$ cat src/rtl/card_dealer.sv
// Baccarat card dealer: deals player/banker cards in order and applies the third-card rules.
// Define CARD_DEALER_STEP_DECK_EN to advance the card source only on dealt cards (deterministic deck).
module card_dealer (
   input  logic       clk,
   input  logic       resetb,
   input  logic       deal,
   input  logic [3:0] pscore,
   input  logic [3:0] bscore,
   output logic [3:0] pcard1,
   output logic [3:0] pcard2,
   output logic [3:0] pcard3,
   output logic [3:0] bcard1,
   output logic [3:0] bcard2,
   output logic [3:0] bcard3,
   output logic       done,
   output logic       player_win,
   output logic       banker_win
);

   typedef enum logic [3:0] {
      IDLE, P1, B1, P2, B2, CHK, P3, BCHK, B3, DONE
   } state_t;

   state_t     state;
   logic [3:0] src;
   logic [3:0] src_next;
   logic       stood;
   logic [3:0] v3;
   logic       bdraw;
   logic       natural;

   assign src_next = (src == 4'd13) ? 4'd1 : src + 4'd1;
   assign natural  = (pscore >= 4'd8) || (bscore >= 4'd8);
   // Face cards and tens count as zero toward the player's third-card value.
   assign v3       = (pcard3 >= 4'd10) ? 4'd0 : pcard3;

   always_comb begin
      bdraw = 1'b0;
      if (stood) begin
         bdraw = (bscore <= 4'd5);
      end else begin
         case (bscore)
            4'd0, 4'd1, 4'd2: bdraw = 1'b1;
            4'd3:             bdraw = (v3 != 4'd8);
            4'd4:             bdraw = (v3 >= 4'd2) && (v3 <= 4'd7);
            4'd5:             bdraw = (v3 >= 4'd4) && (v3 <= 4'd7);
            4'd6:             bdraw = (v3 >= 4'd6) && (v3 <= 4'd7);
            default:          bdraw = 1'b0;
         endcase
      end
   end

`ifdef CARD_DEALER_STEP_DECK_EN
   logic dealing;
   assign dealing = deal && ((state == P1) || (state == B1) || (state == P2) ||
                             (state == B2) || (state == P3) || (state == B3));

   always_ff @(posedge clk or negedge resetb) begin
      if (!resetb) src <= 4'd1;
      else if (dealing) src <= src_next;
   end
`else
   always_ff @(posedge clk or negedge resetb) begin
      if (!resetb) src <= 4'd1;
      else src <= src_next;
   end
`endif

   // deal is a level sampled at each edge; it is only honoured in the six card states and DONE.
   always_ff @(posedge clk or negedge resetb) begin
      if (!resetb) begin
         state      <= IDLE;
         stood      <= 1'b0;
         pcard1     <= 4'd0;
         pcard2     <= 4'd0;
         pcard3     <= 4'd0;
         bcard1     <= 4'd0;
         bcard2     <= 4'd0;
         bcard3     <= 4'd0;
         done       <= 1'b0;
         player_win <= 1'b0;
         banker_win <= 1'b0;
      end else begin
         case (state)
            IDLE: state <= P1;
            P1: if (deal) begin pcard1 <= src; state <= B1; end
            B1: if (deal) begin bcard1 <= src; state <= P2; end
            P2: if (deal) begin pcard2 <= src; state <= B2; end
            B2: if (deal) begin bcard2 <= src; state <= CHK; end
            CHK: begin
               if (natural) begin
                  state      <= DONE;
                  done       <= 1'b1;
                  player_win <= (pscore >= bscore);
                  banker_win <= (pscore <= bscore);
               end else if (pscore <= 4'd5) begin
                  stood <= 1'b0;
                  state <= P3;
               end else begin
                  stood <= 1'b1;
                  state <= BCHK;
               end
            end
            P3: if (deal) begin pcard3 <= src; state <= BCHK; end
            BCHK: begin
               if (bdraw) begin
                  state <= B3;
               end else begin
                  state      <= DONE;
                  done       <= 1'b1;
                  player_win <= (pscore >= bscore);
                  banker_win <= (pscore <= bscore);
               end
            end
            B3: begin
               if (deal) begin
                  bcard3     <= src;
                  state      <= DONE;
                  done       <= 1'b1;
                  player_win <= (pscore >= bscore);
                  banker_win <= (pscore <= bscore);
               end
            end
            DONE: begin
               // Restart edge clears the table without dealing a card.
               if (deal) begin
                  pcard1     <= 4'd0;
                  pcard2     <= 4'd0;
                  pcard3     <= 4'd0;
                  bcard1     <= 4'd0;
                  bcard2     <= 4'd0;
                  bcard3     <= 4'd0;
                  done       <= 1'b0;
                  player_win <= 1'b0;
                  banker_win <= 1'b0;
                  stood      <= 1'b0;
                  state      <= P1;
               end
            end
            default: state <= IDLE;
         endcase
      end
   end

endmodule

$ cat config.mk
export PLATFORM = sky130hd
export DESIGN_NAME = card_dealer
export DESIGN_NICKNAME = d
export VERILOG_FILES = /design/src/rtl/card_dealer.sv
export SDC_FILE = /design/constraint.sdc
export NUM_CORES = 1
export LEC_CHECK = 0
export ABC_AREA = 0
export CAP_MARGIN = 20
export CORE_MARGIN = 8
export CORE_UTILIZATION = 27
export CTS_BUF_LIST = sky130_fd_sc_hd__clkbuf_4
export DETAILED_ROUTE_END_ITERATION = 12
export PLACE_DENSITY_LB_ADDON = 0.05
export REMOVE_ABC_BUFFERS = 1
export SLEW_MARGIN = 25
export SYNTH_ARGS = -nofsm -noshare
export SYNTH_HDL_FRONTEND = slang
export SYNTH_SLANG_ARGS = --single-unit
$ cat constraint.sdc
create_clock -name clk -period 2.08 [get_ports clk]
set_clock_uncertainty 0.2 [all_clocks]
set_input_delay 0.416 -clock clk [delete_from_list [all_inputs] [get_ports clk]]
set_output_delay 0.416 -clock clk [all_outputs]
set_load 0.01 [all_outputs]
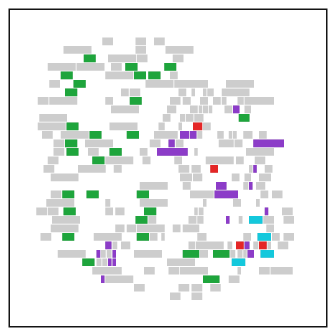
Run 1: gate-type map
cyan -> fa/ha/maj cells  # cells 4, most used ha_1, where bottom right
green -> mux cells  # cells 29, most used mux2_2
red -> non-inverting ao/oa cells  # cells 4, most used a21o_1
purple -> nand cells  # cells 20, most used nand2_1
combinational share of cell area: 36.6%
non-filler cells in the finished layout: 326
highest-count logic cell in the final layout: sky130_fd_sc_hd__clkdlybuf4s50_1

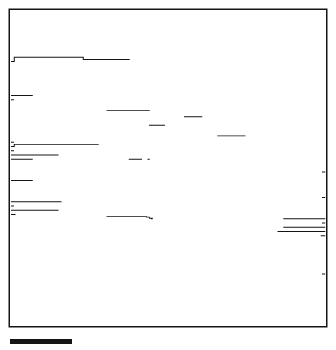
Run 1: signal wires on met3
The bar under the picture is 20 um long.
share of all routed wire = 4.7%
longest straight run = 26.9 um
total number of vias: 1,451
drt total wl: 5020 um
GR Layer Usage met3: 3.37%

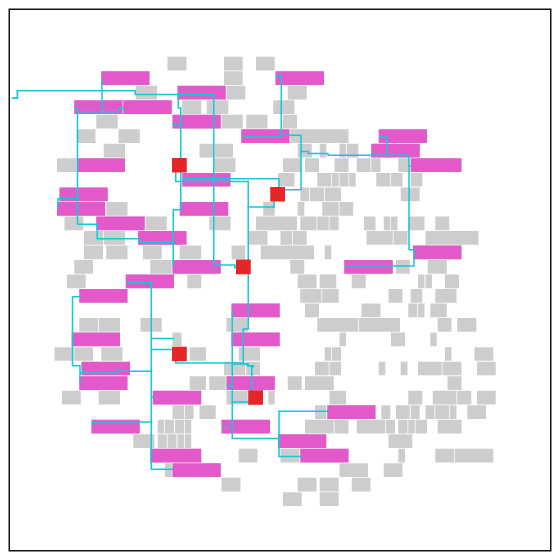
Run 1: clock wires, drivers and flops
cyan -> clock wires  # length 543 um
magenta -> flip-flops  # count 36
red -> clock-net drivers  # count 5
routed clock nets = 6
clock network power: 0.500 mW
insertion delay to the later sink of the worst-skew pair: 0.34 ns

==> flow_results.xml, run 1 <==
<?xml version="1.0" encoding="UTF-8"?>
<metrics>
  <group name="setup_path">
    <metric name="critical_path.max_fanout" unit="">3</metric>
    <metric name="critical_path.max_stage_delay" unit="ns">0.48</metric>
    <metric name="critical_path.endpoint_type" unit="">register</metric>
    <metric name="worst_path_max_delay_cell" unit="">sky130_fd_sc_hd__clkdlybuf4s50_1</metric>
    <metric name="largest_delay_share_family_worst_path" unit="">buffers and inverters</metric>
    <metric name="required" unit="ns">2.10</metric>
    <metric name="worst_ep_arrival_time" unit="ns">2.03</metric>
    <metric name="crit_path_cell_trace" unit="">clkdlybuf4s50_1 &gt; inv_1 &gt; nor4b_2 &gt; a32oi_1 &gt; a31oi_4 &gt; mux2_4</metric>
    <metric name="critical_path_class" unit="">in2reg</metric>
    <metric name="cp.buffers_inverters" unit="">2</metric>
    <metric name="worstSetupStartpointType" unit="">input port</metric>
  </group>
  <group name="power_and_ir_drop">
    <metric name="p_int" unit="mW">2.38</metric>
    <metric name="power.clock.fraction" unit="%">13.7</metric>
    <metric name="power.combinational.total" unit="mW">1.88</metric>
    <metric name="comb_power_share" unit="%">51.5</metric>
    <metric name="p_leak" unit="nW">1.12</metric>
    <metric name="design_power_total" unit="mW">3.65</metric>
    <metric name="power.sequential.total" unit="mW">1.27</metric>
    <metric name="sequentialPowerShare" unit="%">34.8</metric>
    <metric name="power_switching_share" unit="%">34.6</metric>
    <metric name="total_switching_power" unit="mW">1.26</metric>
    <metric name="vdd.ir_drop.worst" unit="uV">576</metric>
    <metric name="power-per-cell-area" unit="nW/um2">1350</metric>
    <metric name="maxPowerGroup" unit="">combinational cells</metric>
  </group>
  <group name="global_route">
    <metric name="globalRoute.busiestLayer" unit="">met2</metric>
    <metric name="use_met2" unit="%">16.0</metric>
    <metric name="grt_max_degree" unit="">37</metric>
    <metric name="gr-usage-met1" unit="%">13.0</metric>
    <metric name="grt_pass1_wl" unit="um">8210</metric>
    <metric name="grt_overflow" unit="">0</metric>
    <metric name="antenna_found_initial" unit="">0</metric>
    <metric name="first_global_vias" unit="">1536</metric>
    <metric name="gr-usage-all-layers" unit="%">10.3</metric>
  </group>
  <group name="yosys">
    <metric name="combined_area_of_all_synthesized_cells" unit="um2">1960</metric>
    <metric name="post_synth_inst_count" unit="">162</metric>
    <metric name="mux_share" unit="%">17.2</metric>
    <metric name="post_synthesis_mean_instance_area" unit="um2">12.1</metric>
    <metric name="synthesis.yosys.warnings" unit="">0</metric>
    <metric name="area_leaders" unit="">sky130_fd_sc_hd__dfrtp_1 (45%), sky130_fd_sc_hd__mux2_2 (14%), sky130_fd_sc_hd__nand4bb_4 (2.8%)</metric>
    <metric name="synth.ff_latch_count" unit="">36</metric>
    <metric name="enable_flop_cells" unit="">0</metric>
    <metric name="yosys_cell_count" unit="">162</metric>
    <metric name="topCombFamilyByArea" unit="">simple AND/OR/NAND/NOR gates</metric>
    <metric name="netlist.area_leader.share" unit="%">44.7</metric>
    <metric name="synth_cell_types" unit="">44</metric>
    <metric name="post_synth_and_or_nand_nor_area_fraction" unit="%">18.3</metric>
    <metric name="ys_top_cells_by_count" unit="">sky130_fd_sc_hd__dfrtp_1 (35), sky130_fd_sc_hd__mux2_2 (25), sky130_fd_sc_hd__nand2_1 (9)</metric>
    <metric name="synthXorXnorAreaFrac" unit="%">0.447</metric>
    <metric name="yosys_most_used_dff" unit="">sky130_fd_sc_hd__dfrtp_1</metric>
    <metric name="cell_with_the_most_instances_after_synthesis" unit="">sky130_fd_sc_hd__dfrtp_1</metric>
    <metric name="largest_area_cell" unit="">sky130_fd_sc_hd__dfrtp_1</metric>
    <metric name="post_synth_ao_oa_area_fraction" unit="%">11.6</metric>
    <metric name="synthArstFlopShare" unit="%">100</metric>
    <metric name="adder_share" unit="%">2.56</metric>
    <metric name="synth.yosys.chip_area" unit="um2">1960</metric>
    <metric name="yosys.stat.seqShare" unit="%">46.1</metric>
  </group>
  <group name="placement">
    <metric name="hpwl" unit="um">3780</metric>
    <metric name="portBuffers" unit="">37</metric>
    <metric name="place_worst_setup_slack" unit="ns">-0.330</metric>
    <metric name="dp_cells" unit="">318</metric>
    <metric name="dpl_cell_area" unit="um2">2610</metric>
    <metric name="gpl.final_weighted_congestion" unit="">0.727</metric>
  </group>
  <group name="routing">
    <metric name="met3RoutedLength" unit="um">235</metric>
    <metric name="detail_route.vias_per_cell" unit="">4.45</metric>
    <metric name="drc_violation_total_after_the_first_tritonroute_iteration" unit="">21</metric>
    <metric name="wl_met1" unit="um">2380</metric>
    <metric name="route.detailed.wl_per_inst" unit="um">15.4</metric>
    <metric name="ant_nets" unit="">0</metric>
    <metric name="drt-pass1-iter-count" unit="">4</metric>
    <metric name="dr.max_layer_used" unit="">met4</metric>
    <metric name="drc" unit="">0</metric>
    <metric name="dr_wl_met2" unit="um">2340</metric>
  </group>
  <group name="finish">
    <metric name="finalInstanceArea" unit="um2">2700</metric>
    <metric name="antenna-diode-count" unit="">0</metric>
    <metric name="layout.nets" unit="">241</metric>
    <metric name="area_used_by_multi_input_combinational_logic" unit="um2">988</metric>
    <metric name="fraction_of_final_layout_cells_sized_beyond_drive_strength_1" unit="%">37.9</metric>
    <metric name="flow.area_growth_from_synthesis" unit="%">37.9</metric>
    <metric name="final_core_utilization" unit="%">37.8</metric>
    <metric name="regArea" unit="um2">903</metric>
    <metric name="layout_top_cells_excl_fill_tap" unit="">sky130_fd_sc_hd__clkdlybuf4s50_1 (37), sky130_fd_sc_hd__dfrtp_1 (34), sky130_fd_sc_hd__mux2_2 (25), sky130_fd_sc_hd__buf_4 (24), sky130_fd_sc_hd__nand2_1 (9)</metric>
    <metric name="fillCellCount" unit="">734</metric>
  </group>
  <group name="cts">
    <metric name="clk_path_buf_depth" unit="">2</metric>
    <metric name="clock_tree.root_cell" unit="">sky130_fd_sc_hd__clkbuf_4</metric>
    <metric name="tritoncts" unit="">done</metric>
    <metric name="cts_max_level" unit="">2</metric>
    <metric name="ctsHoldBuffers" unit="">0</metric>
    <metric name="cts_buffers" unit="">5</metric>
    <metric name="cts.sinks" unit="">36</metric>
    <metric name="cts.reportedPaths.clkPinSlew" unit="ns">0.13</metric>
  </group>
  <group name="floorplan">
    <metric name="floorplan.rows" unit="">31</metric>
    <metric name="dieHeight" unit="um">101</metric>
    <metric name="effective_utilization_at_floorplan" unit="%">27.4</metric>
    <metric name="num_io_pins" unit="">38</metric>
    <metric name="die.size.x" unit="um">101</metric>
    <metric name="fp.coreArea" unit="um2">7140</metric>
    <metric name="die-area" unit="um2">10200</metric>
  </group>
  <group name="timing">
    <metric name="share_of_the_cycle_needed_by_the_critical_path_after_routing" unit="%">96.6</metric>
    <metric name="report.final.hold_viol_count" unit="">0</metric>
    <metric name="hold-worst-slack" unit="ns">0.225</metric>
    <metric name="timing_max_transition_violations_final" unit="">0</metric>
    <metric name="finalWorstSetupSlack" unit="ns">0.0717</metric>
    <metric name="worst_slew_pin_slew" unit="ns">0.360</metric>
    <metric name="maxSlewHeadroom" unit="%">75.8</metric>
    <metric name="rsz0062_at_grt" unit="">false</metric>
    <metric name="final-setup-viol-count" unit="">0</metric>
    <metric name="max_clock_freq" unit="GHz">0.498</metric>
    <metric name="tns" unit="ns">0</metric>
    <metric name="layout_min_cycle_time" unit="ns">2.01</metric>
  </group>
  <group name="worst_hold_path">
    <metric name="timing.hold.worst.class" unit="">in2async</metric>
  </group>
  <group name="job">
    <metric name="stage_log_warnings" unit="">25</metric>
    <metric name="max_cap_viol_count" unit="">0</metric>
  </group>
  <group name="outcome">
    <metric name="status" unit="">finished clean</metric>
  </group>
</metrics>
## run 1: path summary, 6_finish.rpt
check | depth (start not counted) | endpoint | slack (ns) | start
worst max-delay path | 6 | banker_win | 0.07 | bscore[1]
worst min-delay path | 2 | state[0] | 0.22 | resetb
worst max register to register | 6 | banker_win | 0.11 | state[2]
worst min register to register | 1 | src[0] | 0.31 | src[0]
max in group asynchronous | 2 | src[0] | 1.20 | resetb
min in group clk | 1 | src[0] | 0.31 | src[0]
## run 1: layout make-up
type,instances,share of cell area [%]
well taps,99,4.59
flip-flops and latches,36,33.5
multi-input cells,112,36.6
repair buffers,62,21.1
clock buffers,5,1.39
clock inverters,3,1.58
inverters,9,1.25
## run 1: timing repair
action / 4_1_cts / 5_1_grt
setup endpoints to repair: 0 / 4
gates resized: 0 / 2
setup buffers: 0 / 0
Run 1, M2 wires:
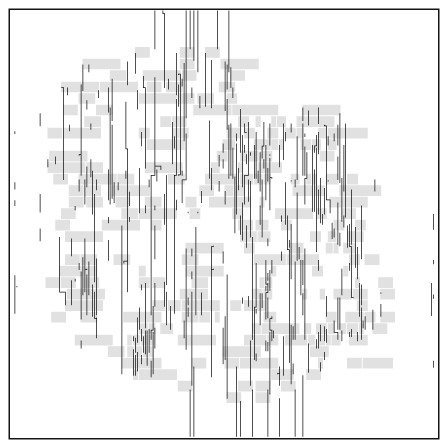

--- run 2 (diff from run 1) ---
--- a/config.mk
+++ b/config.mk
@@ -7,7 +7,7 @@
 export LEC_CHECK = 0
 export ABC_AREA = 0
 export CAP_MARGIN = 20
-export CORE_MARGIN = 8
+export CORE_MARGIN = 3
 export CORE_UTILIZATION = 27
 export CTS_BUF_LIST = sky130_fd_sc_hd__clkbuf_4
 export DETAILED_ROUTE_END_ITERATION = 12
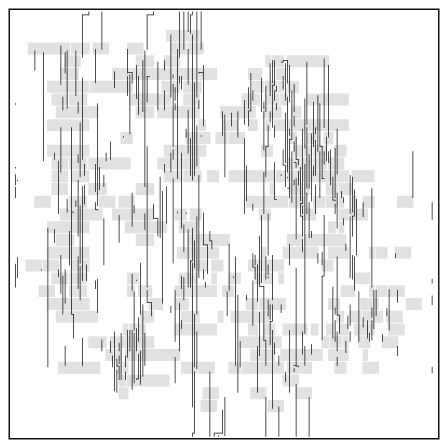
Run 2: M2 wires
wire length on this layer = 2,410 um
longest straight run = 39.8 um
drt total wl: 4920 um
routing usage on met2: 21.2%
total number of vias: 1,486

==> flow_results.xml, run 2 <==
<?xml version="1.0" encoding="UTF-8"?>
<metrics>
  <group name="timing">
    <metric name="maxSlewHeadroom" unit="%">71.7</metric>
    <metric name="layout_min_cycle_time" unit="ns">1.99</metric>
    <metric name="timing_max_transition_violations_final" unit="">0</metric>
    <metric name="report.final.hold_viol_count" unit="">0</metric>
    <metric name="hold-worst-slack" unit="ns">0.233</metric>
    <metric name="rsz0062_at_grt" unit="">false</metric>
    <metric name="final-setup-viol-count" unit="">0</metric>
    <metric name="worst_slew_pin_slew" unit="ns">0.425</metric>
    <metric name="max_clock_freq" unit="GHz">0.502</metric>
    <metric name="finalWorstSetupSlack" unit="ns">0.0887</metric>
    <metric name="share_of_the_cycle_needed_by_the_critical_path_after_routing" unit="%">95.7</metric>
    <metric name="tns" unit="ns">0</metric>
  </group>
  <group name="floorplan">
    <metric name="effective_utilization_at_floorplan" unit="%">28.4</metric>
    <metric name="fp.coreArea" unit="um2">6910</metric>
    <metric name="dieHeight" unit="um">91.2</metric>
    <metric name="num_io_pins" unit="">38</metric>
    <metric name="die.size.x" unit="um">91.2</metric>
    <metric name="tapCellCount" unit="">96</metric>
    <metric name="die-area" unit="um2">8310</metric>
    <metric name="floorplan.rows" unit="">30</metric>
  </group>
  <group name="yosys">
    <metric name="largest_area_cell" unit="">sky130_fd_sc_hd__dfrtp_1</metric>
    <metric name="netlist.area_leader.share" unit="%">44.7</metric>
    <metric name="adder_share" unit="%">2.56</metric>
    <metric name="topCombFamilyByArea" unit="">simple AND/OR/NAND/NOR gates</metric>
    <metric name="synth_cell_types" unit="">44</metric>
    <metric name="synthArstFlopShare" unit="%">100</metric>
    <metric name="post_synth_inst_count" unit="">162</metric>
    <metric name="synth.yosys.chip_area" unit="um2">1960</metric>
    <metric name="ys_top_cells_by_count" unit="">sky130_fd_sc_hd__dfrtp_1 (35), sky130_fd_sc_hd__mux2_2 (25), sky130_fd_sc_hd__nand2_1 (9)</metric>
    <metric name="cell_with_the_most_instances_after_synthesis" unit="">sky130_fd_sc_hd__dfrtp_1</metric>
    <metric name="synthXorXnorAreaFrac" unit="%">0.447</metric>
    <metric name="post_synthesis_mean_instance_area" unit="um2">12.1</metric>
    <metric name="yosys_cell_count" unit="">162</metric>
    <metric name="post_synth_ao_oa_area_fraction" unit="%">11.6</metric>
    <metric name="area_leaders" unit="">sky130_fd_sc_hd__dfrtp_1 (45%), sky130_fd_sc_hd__mux2_2 (14%), sky130_fd_sc_hd__nand4bb_4 (2.8%)</metric>
    <metric name="yosys.stat.seqShare" unit="%">46.1</metric>
    <metric name="synthesis.yosys.warnings" unit="">0</metric>
    <metric name="mux_share" unit="%">17.2</metric>
    <metric name="synth.ff_latch_count" unit="">36</metric>
    <metric name="enable_flop_cells" unit="">0</metric>
    <metric name="combined_area_of_all_synthesized_cells" unit="um2">1960</metric>
  </group>
  <group name="cts">
    <metric name="cts_max_level" unit="">2</metric>
    <metric name="clk_path_buf_depth" unit="">2</metric>
    <metric name="tritoncts" unit="">done</metric>
    <metric name="cts_buffers" unit="">5</metric>
    <metric name="cts.sinks" unit="">36</metric>
    <metric name="ctsHoldBuffers" unit="">0</metric>
    <metric name="worstSkewPairLatency" unit="ns">0.33</metric>
    <metric name="cts.reportedPaths.clkPinSlew" unit="ns">0.12</metric>
  </group>
  <group name="setup_path">
    <metric name="reg2reg_depth" unit="">5</metric>
    <metric name="cp.depth" unit="">1</metric>
    <metric name="critPathLaunch" unit="">pcard3[1]</metric>
    <metric name="critical_path_class" unit="">reg2out</metric>
    <metric name="worst_r2r_dst" unit="">player_win</metric>
    <metric name="critical_path.endpoint_type" unit="">output port</metric>
    <metric name="critical_path.endpoint" unit="">pcard3[1]</metric>
    <metric name="r2r_start" unit="">state[1]</metric>
    <metric name="worst-r2r-setup-slack" unit="ns">0.10</metric>
    <metric name="largest_delay_share_family_worst_path" unit="">buffers and inverters</metric>
    <metric name="critical_path.max_fanout" unit="">4</metric>
    <metric name="critical_path.max_stage_delay" unit="ns">0.58</metric>
    <metric name="crit_path_cell_trace" unit="">clkdlybuf4s50_1</metric>
    <metric name="required" unit="ns">1.46</metric>
    <metric name="worst_ep_arrival_time" unit="ns">1.38</metric>
    <metric name="worst_path_max_delay_cell" unit="">sky130_fd_sc_hd__clkdlybuf4s50_1</metric>
  </group>
  <group name="finish">
    <metric name="layout_top_cells_excl_fill_tap" unit="">sky130_fd_sc_hd__clkdlybuf4s50_1 (37), sky130_fd_sc_hd__dfrtp_1 (35), sky130_fd_sc_hd__mux2_2 (25), sky130_fd_sc_hd__buf_4 (24), sky130_fd_sc_hd__nand2_1 (9)</metric>
    <metric name="final-clk-cell-share" unit="%">1.92</metric>
    <metric name="mostFrequentLayoutCell" unit="">sky130_fd_sc_hd__clkdlybuf4s50_1</metric>
    <metric name="finalInstanceArea" unit="um2">2670</metric>
    <metric name="comb_share" unit="%">37.8</metric>
    <metric name="area_dominant_class" unit="">logic gates</metric>
    <metric name="final.clkbuf_count" unit="">5</metric>
    <metric name="regArea" unit="um2">902</metric>
    <metric name="seq_share" unit="%">33.8</metric>
    <metric name="logic_gate_count" unit="">112</metric>
    <metric name="layout.cells.non_filler" unit="">322</metric>
    <metric name="fillCellCount" unit="">697</metric>
    <metric name="fraction_of_final_layout_cells_sized_beyond_drive_strength_1" unit="%">37.6</metric>
    <metric name="layout.sequential_cells" unit="">36</metric>
    <metric name="non_clock_buffer_area_fraction_after_layout" unit="%">20.6</metric>
    <metric name="count_of_non_cts_buffers_in_the_layout" unit="">61</metric>
    <metric name="layout.nets" unit="">240</metric>
    <metric name="final_core_utilization" unit="%">38.6</metric>
    <metric name="layout.non_clock_inverters" unit="">9</metric>
    <metric name="antenna-diode-count" unit="">0</metric>
  </group>
  <group name="routing">
    <metric name="drc_violation_total_after_the_first_tritonroute_iteration" unit="">39</metric>
    <metric name="drc" unit="">0</metric>
    <metric name="drt-pass1-iter-count" unit="">4</metric>
    <metric name="met3RoutedLength" unit="um">219</metric>
    <metric name="ant_nets" unit="">0</metric>
    <metric name="detail_route.vias_per_cell" unit="">4.61</metric>
    <metric name="wl_met1" unit="um">2250</metric>
    <metric name="dr_wl_met2" unit="um">2400</metric>
    <metric name="dr.max_layer_used" unit="">met4</metric>
    <metric name="route.detailed.wl_per_inst" unit="um">15.3</metric>
  </group>
  <group name="power_and_ir_drop">
    <metric name="p_leak" unit="nW">1.10</metric>
    <metric name="vdd.ir_drop.worst" unit="uV">554</metric>
    <metric name="maxPowerGroup" unit="">combinational cells</metric>
    <metric name="design_power_total" unit="mW">3.52</metric>
    <metric name="comb_power_share" unit="%">53.5</metric>
    <metric name="p_int" unit="mW">2.26</metric>
    <metric name="power-per-cell-area" unit="nW/um2">1320</metric>
    <metric name="power.sequential.total" unit="mW">1.27</metric>
    <metric name="clockNetworkPower" unit="mW">0.365</metric>
    <metric name="total_switching_power" unit="mW">1.26</metric>
    <metric name="power.combinational.total" unit="mW">1.89</metric>
    <metric name="power_switching_share" unit="%">35.8</metric>
    <metric name="power.clock.fraction" unit="%">10.4</metric>
    <metric name="sequentialPowerShare" unit="%">36.1</metric>
  </group>
  <group name="placement">
    <metric name="place_worst_setup_slack" unit="ns">-0.348</metric>
    <metric name="gpl.final_weighted_congestion" unit="">0.822</metric>
    <metric name="hpwl" unit="um">3760</metric>
    <metric name="portBuffers" unit="">37</metric>
    <metric name="dpl_cell_area" unit="um2">2580</metric>
    <metric name="dp_cells" unit="">313</metric>
  </group>
  <group name="global_route">
    <metric name="grt_pass1_wl" unit="um">8150</metric>
    <metric name="grt_use_met3" unit="%">3.40</metric>
    <metric name="first_global_vias" unit="">1612</metric>
    <metric name="antenna_found_initial" unit="">0</metric>
    <metric name="globalRoute.busiestLayer" unit="">met2</metric>
    <metric name="gr-usage-met1" unit="%">15.4</metric>
    <metric name="grt_overflow" unit="">0</metric>
    <metric name="grt_max_degree" unit="">24</metric>
    <metric name="gr-usage-all-layers" unit="%">12.5</metric>
  </group>
  <group name="outcome">
    <metric name="status" unit="">finished clean</metric>
  </group>
  <group name="job">
    <metric name="stage_log_warnings" unit="">25</metric>
    <metric name="max_cap_viol_count" unit="">0</metric>
  </group>
  <group name="worst_hold_path">
    <metric name="timing.hold.worst.class" unit="">in2async</metric>
  </group>
</metrics>
## run 2: cell types whose count changed in the layout (fill, tap and decap cells not counted), sizes merged
cell,before,now
bufinv,1,0
clkinvlp,1,0
clkinv,1,3
buf,25,24
## run 2: timing repair
action	4_1_cts	5_1_grt
setup buffers	0	1
setup endpoints to repair	0	3
resized	0	4
## run 2: worst register-to-register path, stage by stage (launching register included)
cell                        delay, ns
sky130_fd_sc_hd__dfrtp_1         0.55
sky130_fd_sc_hd__nand4bb_4       0.31
sky130_fd_sc_hd__or3_4           0.36
sky130_fd_sc_hd__nand3_2         0.09
sky130_fd_sc_hd__a31oi_4         0.05
sky130_fd_sc_hd__mux2_4          0.32
--- run 3 (diff from run 2) ---
--- a/config.mk
+++ b/config.mk
@@ -6,7 +6,6 @@
 export NUM_CORES = 1
 export LEC_CHECK = 0
 export ABC_AREA = 0
-export CAP_MARGIN = 20
 export CORE_MARGIN = 3
 export CORE_UTILIZATION = 27
 export CTS_BUF_LIST = sky130_fd_sc_hd__clkbuf_4
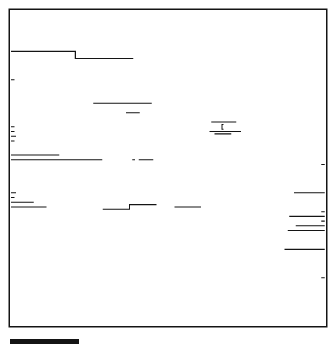
Run 3: signal wires on met3
The bar under the picture is 20 um long.
wire length on this layer = 220 um
main direction = horizontal
GR Layer Usage met3: 3.40%

==> flow_results.xml, run 3 <==
<?xml version="1.0" encoding="UTF-8"?>
<metrics>
  <group name="finish">
    <metric name="fraction_of_final_layout_cells_sized_beyond_drive_strength_1" unit="%">37.6</metric>
    <metric name="flow.area_growth_from_synthesis" unit="%">36.2</metric>
    <metric name="antenna-diode-count" unit="">0</metric>
    <metric name="layout.nets" unit="">240</metric>
    <metric name="finalInstanceArea" unit="um2">2670</metric>
    <metric name="layout.cells.non_filler" unit="">322</metric>
    <metric name="area_used_by_multi_input_combinational_logic" unit="um2">1010</metric>
    <metric name="regArea" unit="um2">902</metric>
    <metric name="mostFrequentLayoutCell" unit="">sky130_fd_sc_hd__clkdlybuf4s50_1</metric>
    <metric name="layout_top_cells_excl_fill_tap" unit="">sky130_fd_sc_hd__clkdlybuf4s50_1 (37), sky130_fd_sc_hd__dfrtp_1 (35), sky130_fd_sc_hd__mux2_2 (25), sky130_fd_sc_hd__buf_4 (24), sky130_fd_sc_hd__nand2_1 (9)</metric>
    <metric name="fillCellCount" unit="">697</metric>
    <metric name="final_core_utilization" unit="%">38.6</metric>
  </group>
  <group name="global_route">
    <metric name="use_met2" unit="%">21.2</metric>
    <metric name="grt_overflow" unit="">0</metric>
    <metric name="grt_max_degree" unit="">24</metric>
    <metric name="gr-usage-met1" unit="%">15.4</metric>
    <metric name="first_global_vias" unit="">1612</metric>
    <metric name="grt_pass1_wl" unit="um">8150</metric>
    <metric name="globalRoute.busiestLayer" unit="">met2</metric>
    <metric name="antenna_found_initial" unit="">0</metric>
    <metric name="gr-usage-all-layers" unit="%">12.5</metric>
  </group>
  <group name="setup_path">
    <metric name="worst_ep_arrival_time" unit="ns">1.38</metric>
    <metric name="critical_path.endpoint_type" unit="">output port</metric>
    <metric name="r2r_start" unit="">state[1]</metric>
    <metric name="worst-r2r-setup-slack" unit="ns">0.10</metric>
    <metric name="cp.depth" unit="">1</metric>
    <metric name="largest_delay_share_family_worst_path" unit="">buffers and inverters</metric>
    <metric name="critical_path_class" unit="">reg2out</metric>
    <metric name="critical_path.max_stage_delay" unit="ns">0.58</metric>
    <metric name="critical_path.endpoint" unit="">pcard3[1]</metric>
    <metric name="crit_path_cell_trace" unit="">clkdlybuf4s50_1</metric>
    <metric name="worst_r2r_dst" unit="">player_win</metric>
    <metric name="critPathLaunch" unit="">pcard3[1]</metric>
    <metric name="critical_path.max_fanout" unit="">4</metric>
    <metric name="worstSetupStartpointType" unit="">register</metric>
    <metric name="worst_path_max_delay_cell" unit="">sky130_fd_sc_hd__clkdlybuf4s50_1</metric>
    <metric name="required" unit="ns">1.46</metric>
    <metric name="reg2reg_depth" unit="">5</metric>
    <metric name="cp.buffers_inverters" unit="">1</metric>
  </group>
  <group name="job">
    <metric name="stage_log_warnings" unit="">25</metric>
    <metric name="max_cap_viol_count" unit="">0</metric>
  </group>
  <group name="routing">
    <metric name="route.detailed.wl_per_inst" unit="um">15.3</metric>
    <metric name="drc" unit="">0</metric>
    <metric name="dr.max_layer_used" unit="">met4</metric>
    <metric name="vias" unit="">1486</metric>
    <metric name="detail_route.vias_per_cell" unit="">4.61</metric>
    <metric name="drt-pass1-iter-count" unit="">4</metric>
    <metric name="route.final.wire_length" unit="um">4920</metric>
    <metric name="met3RoutedLength" unit="um">219</metric>
    <metric name="dr_wl_met2" unit="um">2400</metric>
    <metric name="ant_nets" unit="">0</metric>
    <metric name="drc_violation_total_after_the_first_tritonroute_iteration" unit="">39</metric>
    <metric name="wl_met1" unit="um">2250</metric>
  </group>
  <group name="yosys">
    <metric name="largest_area_cell" unit="">sky130_fd_sc_hd__dfrtp_1</metric>
    <metric name="post_synth_ao_oa_area_fraction" unit="%">11.6</metric>
    <metric name="synth.yosys.chip_area" unit="um2">1960</metric>
    <metric name="synthArstFlopShare" unit="%">100</metric>
    <metric name="ys_top_cells_by_count" unit="">sky130_fd_sc_hd__dfrtp_1 (35), sky130_fd_sc_hd__mux2_2 (25), sky130_fd_sc_hd__nand2_1 (9)</metric>
    <metric name="topCombFamilyByArea" unit="">simple AND/OR/NAND/NOR gates</metric>
    <metric name="mux_share" unit="%">17.2</metric>
    <metric name="synthXorXnorAreaFrac" unit="%">0.447</metric>
    <metric name="yosys_cell_count" unit="">162</metric>
    <metric name="yosys.stat.seqShare" unit="%">46.1</metric>
    <metric name="synth.ff_latch_count" unit="">36</metric>
    <metric name="yosys_most_used_dff" unit="">sky130_fd_sc_hd__dfrtp_1</metric>
    <metric name="cell_with_the_most_instances_after_synthesis" unit="">sky130_fd_sc_hd__dfrtp_1</metric>
    <metric name="post_synth_and_or_nand_nor_area_fraction" unit="%">18.3</metric>
    <metric name="netlist.area_leader.share" unit="%">44.7</metric>
    <metric name="combined_area_of_all_synthesized_cells" unit="um2">1960</metric>
    <metric name="synthesis.yosys.warnings" unit="">0</metric>
    <metric name="enable_flop_cells" unit="">0</metric>
    <metric name="post_synth_inst_count" unit="">162</metric>
    <metric name="adder_share" unit="%">2.56</metric>
    <metric name="synth_cell_types" unit="">44</metric>
    <metric name="post_synthesis_mean_instance_area" unit="um2">12.1</metric>
    <metric name="area_leaders" unit="">sky130_fd_sc_hd__dfrtp_1 (45%), sky130_fd_sc_hd__mux2_2 (14%), sky130_fd_sc_hd__nand4bb_4 (2.8%)</metric>
  </group>
  <group name="timing">
    <metric name="finalWorstSetupSlack" unit="ns">0.0887</metric>
    <metric name="report.final.hold_viol_count" unit="">0</metric>
    <metric name="maxSlewHeadroom" unit="%">71.7</metric>
    <metric name="tns" unit="ns">0</metric>
    <metric name="timing_max_transition_violations_final" unit="">0</metric>
    <metric name="rsz0062_at_grt" unit="">false</metric>
    <metric name="layout_min_cycle_time" unit="ns">1.99</metric>
    <metric name="max_clock_freq" unit="GHz">0.502</metric>
    <metric name="share_of_the_cycle_needed_by_the_critical_path_after_routing" unit="%">95.7</metric>
    <metric name="worst_slew_pin_slew" unit="ns">0.425</metric>
    <metric name="hold-worst-slack" unit="ns">0.233</metric>
    <metric name="final-setup-viol-count" unit="">0</metric>
  </group>
  <group name="floorplan">
    <metric name="floorplan.rows" unit="">30</metric>
    <metric name="die.size.x" unit="um">91.2</metric>
    <metric name="die-area" unit="um2">8310</metric>
    <metric name="effective_utilization_at_floorplan" unit="%">28.4</metric>
    <metric name="dieHeight" unit="um">91.2</metric>
    <metric name="fp.coreArea" unit="um2">6910</metric>
    <metric name="num_io_pins" unit="">38</metric>
  </group>
  <group name="worst_hold_path">
    <metric name="timing.hold.worst.class" unit="">in2async</metric>
  </group>
  <group name="cts">
    <metric name="tritoncts" unit="">done</metric>
    <metric name="worstSkewPairLatency" unit="ns">0.33</metric>
    <metric name="cts.reportedPaths.clkPinSlew" unit="ns">0.12</metric>
    <metric name="clk_path_buf_depth" unit="">2</metric>
    <metric name="cts_buffers" unit="">5</metric>
    <metric name="cts-resized-gates" unit="">0</metric>
    <metric name="clock_tree.root_cell" unit="">sky130_fd_sc_hd__clkbuf_4</metric>
    <metric name="cts_setup_buffers" unit="">0</metric>
    <metric name="cts.sinks" unit="">36</metric>
    <metric name="cts_max_level" unit="">2</metric>
    <metric name="ctsHoldBuffers" unit="">0</metric>
  </group>
  <group name="power_and_ir_drop">
    <metric name="power_switching_share" unit="%">35.8</metric>
    <metric name="p_int" unit="mW">2.26</metric>
    <metric name="power.clock.fraction" unit="%">10.4</metric>
    <metric name="comb_power_share" unit="%">53.5</metric>
    <metric name="vdd.ir_drop.worst" unit="uV">554</metric>
    <metric name="p_leak" unit="nW">1.10</metric>
    <metric name="sequentialPowerShare" unit="%">36.1</metric>
    <metric name="design_power_total" unit="mW">3.52</metric>
    <metric name="power-per-cell-area" unit="nW/um2">1320</metric>
    <metric name="total_switching_power" unit="mW">1.26</metric>
  </group>
  <group name="outcome">
    <metric name="status" unit="">finished clean</metric>
  </group>
  <group name="placement">
    <metric name="hpwl" unit="um">3760</metric>
    <metric name="place_worst_setup_slack" unit="ns">-0.348</metric>
    <metric name="dp_cells" unit="">313</metric>
    <metric name="gpl.final_weighted_congestion" unit="">0.822</metric>
    <metric name="dpl_cell_area" unit="um2">2580</metric>
    <metric name="portBuffers" unit="">37</metric>
  </group>
</metrics>
-- run 3: cell counts in the layout (fill, tap and decap cells not counted) --
Identical to the previous run, type by type.
-- run 3: power groups by stage --
| stage | clock, mW | sequential, mW | combinational (mW) |
|---|---|---|---|
| after floorplan | 0 | 1.39 | 0.823 |
| after global placement | 0 | 1.28 | 1.85 |
| after detailed placement | 0 | 1.28 | 1.87 |
| after CTS | 0.391 | 1.27 | 1.88 |
| after global routing | 0.416 | 1.31 | 2.03 |
| final | 0.365 | 1.27 | 1.89 |
-- run 3: final cells by class --
class / instances / share of cell area [%]
Clock buffer: 5 / 1.41
Clock inverter: 3 / 0.516
Inverter: 9 / 1.27
Multi-Input combinational cell: 112 / 37.8
Sequential cell: 36 / 33.8
Tap cell: 96 / 4.50
Timing Repair Buffer: 61 / 20.6
No activity file was given, so power comes from the tool's default toggle rates.
